--- config.mk ---
export PLATFORM = sky130hd
export DESIGN_NAME = stream_mux_n
export DESIGN_NICKNAME = d
export VERILOG_FILES = /design/src/rtl/stream_mux_n.sv
export SDC_FILE = /design/constraint.sdc
export NUM_CORES = 1
export LEC_CHECK = 0
export ABC_AREA = 1
export CAP_MARGIN = 30
export CORE_MARGIN = 2
export CORE_UTILIZATION = 38
export CTS_CLUSTER_SIZE = 8
export DETAILED_ROUTE_END_ITERATION = 7
export PLACE_DENSITY = 0.87
export SYNTH_ARGS = -nofsm -noshare
export SYNTH_HDL_FRONTEND = slang
export SYNTH_SLANG_ARGS = --single-unit
--- constraint.sdc ---
create_clock -name clk -period 5.5 [get_ports clk]
set_clock_uncertainty 0.1 [all_clocks]
set_input_delay 1.1 -clock clk [delete_from_list [all_inputs] [get_ports clk]]
set_output_delay 1.1 -clock clk [all_outputs]
set_load 0.005 [all_outputs]
--- src/rtl/stream_mux_n.sv ---
// ============================================================================
// stream_mux_n : N-channel valid/ready stream multiplexer with registered output
//                (external select or round-robin arbitration)
// Revision     : 1.0
// ============================================================================
`default_nettype none

module stream_mux_n #(
   parameter int MXwidth = 32,
   parameter int NCH     = 4,
   parameter int MODE    = 0,
   localparam int SW     = $clog2(NCH)
) (
   input  logic                   clk,
   input  logic                   rst,
   input  logic [NCH*MXwidth-1:0] s_data,
   input  logic [NCH-1:0]         s_valid,
   output logic [NCH-1:0]         s_ready,
   input  logic [SW-1:0]          sel,
   output logic [MXwidth-1:0]     m_data,
   output logic                   m_valid,
   input  logic                   m_ready,
   output logic [SW-1:0]          m_chan
);

   localparam logic [SW:0]   c_nch      = (SW+1)'(NCH);
   localparam logic [SW-1:0] c_last_ch  = SW'(NCH-1);

   logic [SW-1:0]      r_ptr;
   logic               w_load_en;
   logic               w_gvalid;
   logic [SW-1:0]      w_grant;
   logic [SW-1:0]      w_ptr_next;
   logic [MXwidth-1:0] w_gdata;

   assign w_load_en = !m_valid || m_ready;

   generate
      if (MODE == 1) begin : g_rr
         logic w_unused_sel;
         assign w_unused_sel = ^sel;

         // Reverse scan so the last hit is the first channel at or after r_ptr.
         always_comb begin
            logic [SW:0] idx;
            idx      = '0;
            w_gvalid = 1'b0;
            w_grant  = '0;
            for (int k = NCH-1; k >= 0; k--) begin
               idx = {1'b0, r_ptr} + (SW+1)'(k);
               if (idx >= c_nch) begin
                  idx = idx - c_nch;
               end
               if (s_valid[idx[SW-1:0]]) begin
                  w_gvalid = 1'b1;
                  w_grant  = idx[SW-1:0];
               end
            end
         end
      end else begin : g_sel
         logic w_unused_ptr;
         assign w_unused_ptr = ^r_ptr;

         // Out-of-range select values never match a channel, so they never grant.
         always_comb begin
            w_gvalid = 1'b0;
            w_grant  = '0;
            for (int i = 0; i < NCH; i++) begin
               if (sel == SW'(i) && s_valid[i]) begin
                  w_gvalid = 1'b1;
                  w_grant  = SW'(i);
               end
            end
         end
      end
   endgenerate

   always_comb begin
      w_gdata = '0;
      for (int i = 0; i < NCH; i++) begin
         if (w_grant == SW'(i)) begin
            w_gdata = s_data[i*MXwidth +: MXwidth];
         end
      end
   end

   always_comb begin
      s_ready = '0;
      for (int i = 0; i < NCH; i++) begin
         s_ready[i] = !rst && w_load_en && w_gvalid && (w_grant == SW'(i));
      end
   end

   assign w_ptr_next = (w_grant == c_last_ch) ? '0 : w_grant + 1'b1;

   always_ff @(posedge clk or posedge rst) begin
      if (rst) begin
         m_valid <= 1'b0;
         m_data  <= '0;
         m_chan  <= '0;
         r_ptr   <= '0;
      end else if (w_load_en) begin
         if (w_gvalid) begin
            m_valid <= 1'b1;
            m_data  <= w_gdata;
            m_chan  <= w_grant;
            if (MODE == 1) begin
               r_ptr <= w_ptr_next;
            end
         end else begin
            m_valid <= 1'b0;
         end
      end
   end

endmodule

`default_nettype wire

==> run summary <==
Synthesis and place-and-route results.

- The maximum achievable frequency is 210.8 MHz.
- Buffers inserted during clock tree synthesis total 5.
- The arrival time at the worst endpoint is 3.54 ns.
- Entering global routing, the biggest net connects 37 pins.
- The net switching power in the latest report is 0.2893 mW.
- The layer flagged by global routing as most heavily used is met2.
- The power attributed to the clock group is 0.188 mW.
- Per the synth stats, the flop cell with the highest instance count is dfrtp_1.
- The number of buffers other than clock buffers in the final layout is 180.
- The number of standard cells after synthesis is 425.
- The area of the synthesized netlist per yosys stat is 0.002490 mm^2.
- The root buffer selected by CTS is clkbuf_8.
- Detailed routing inserted a total of 3241 vias.
- The timing report gives the biggest stage delay along the critical path as 0.59 ns.
- Sequential cells placed in the final layout were counted as 35.
- The global-route met2 utilization is 45.24%.
- The count of tool warnings is 26.
- The share of total power dissipated in sequential elements is 37.2%.
- The run finished with clean final reports.
- According to the floorplan report, the total die area is 0.007216 mm^2.
[tightest hold or removal path, cell delays in order (launching register included)]
cell and delay, ns:
dfrtp_1 0.35, nand2_1 0.05, nand2_1 0.05
[flip-flops by register name, indices dropped and copies added (netlist names)]
| register | flops |
|---|---|
| m_data | 32 |
| m_chan | 2 |
| m_valid | 1 |
[final timing paths]
| path | start | endpoint | cells past startpoint |
|---|---|---|---|
| setup / recovery | sel[0] | s_ready[2] | 8 |
| hold / removal | m_data[4] | m_data[4] | 2 |
| setup reg to reg | m_valid | m_data[17] | 6 |
| hold reg to reg | m_data[4] | m_data[4] | 2 |
| max in group asynchronous | rst | m_data[9] | 3 |
| min in group asynchronous | rst | m_data[31] | 2 |
[per-layer routing]
metal  vias to the layer above  routed length [um]  share of wire [%]
li1                       1613                   -                  -
met1                      1458                3448                 38
met2                       147                4548                 51
met3                        23                 717                8.0
met4                         0                 243                2.7
met5                         -                   0                  0
[through the flow]
stage                     hold slack, ns  instances  power (mW)  utilization, %
final                             0.3819        669      0.9504           69.10
after global routing              0.3995        669       1.016           69.10
after CTS                         0.3844        669      0.9585           69.10
after detailed placement          0.3649        662      0.7664           67.72
after global placement            0.3618        661      0.7525           67.29
after floorplan                   0.3725        425      0.4988               -
[cell usage in the layout, fill, tap and decap left out, drive strengths merged]
cell type      instances
a21oi                  8
buf                    5
clkbuf                 6
clkdlybuf4s50        175
clkinv                 2
dfrtp                 35
inv                   31
nand2                140
nand3                 37
nand3b                 1
nand4                  2
nor2                 147
o21ai                  2
or2                    1
[cell families after synthesis]
group                  after synthesis  synth area share [%]
AOI/OAI and AO/OA                   10                 2.462
buffers and inverters               52                 8.643
DFF                                 35                 35.18
and+or+nand+nor                    328                 53.72
Metal 3:
Scale bar: 20 um.
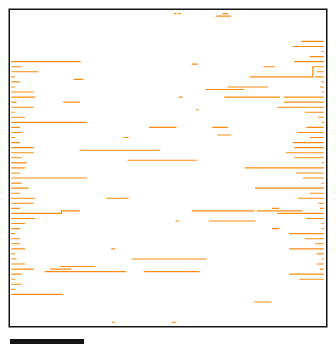
longest straight run: 21.6 um
nets with wire on the layer: 115
main direction: horizontal
wire length on this layer: 718 um

Signal wires on met2:
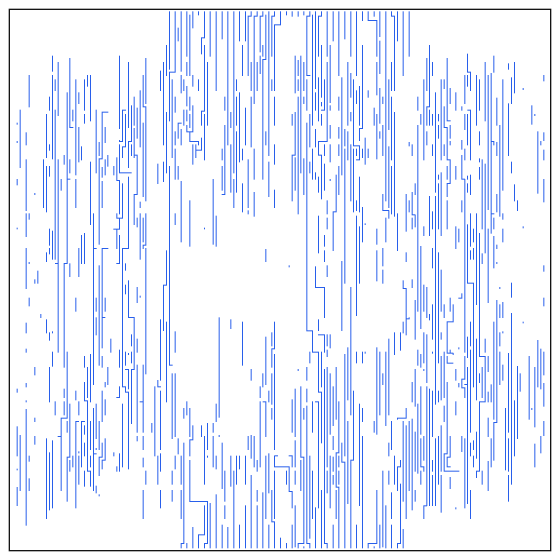
main direction: vertical
longest straight run: 32.6 um
nets with wire on the layer: 568
share of all routed wire: 51%
wire length on this layer: 4550 um

Met1 routing:
Scale bar: 20 um.
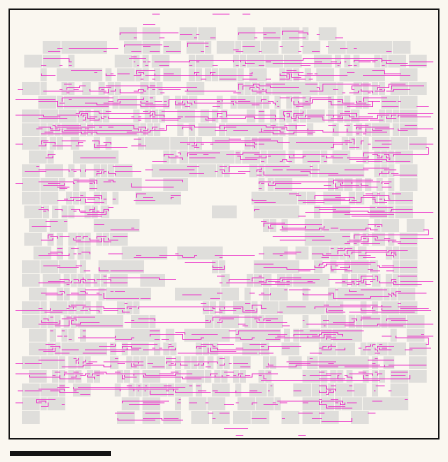
wire length on this layer: 3450 um
longest straight run: 23.5 um
share of all routed wire: 39%
nets with wire on the layer: 633

M4 wires:
Scale bar: 20 um.
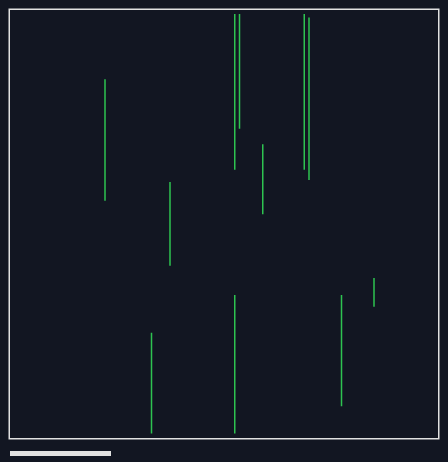
share of all routed wire: 2.7%
longest straight run: 32.0 um

Power and IR drop assume default switching activity.
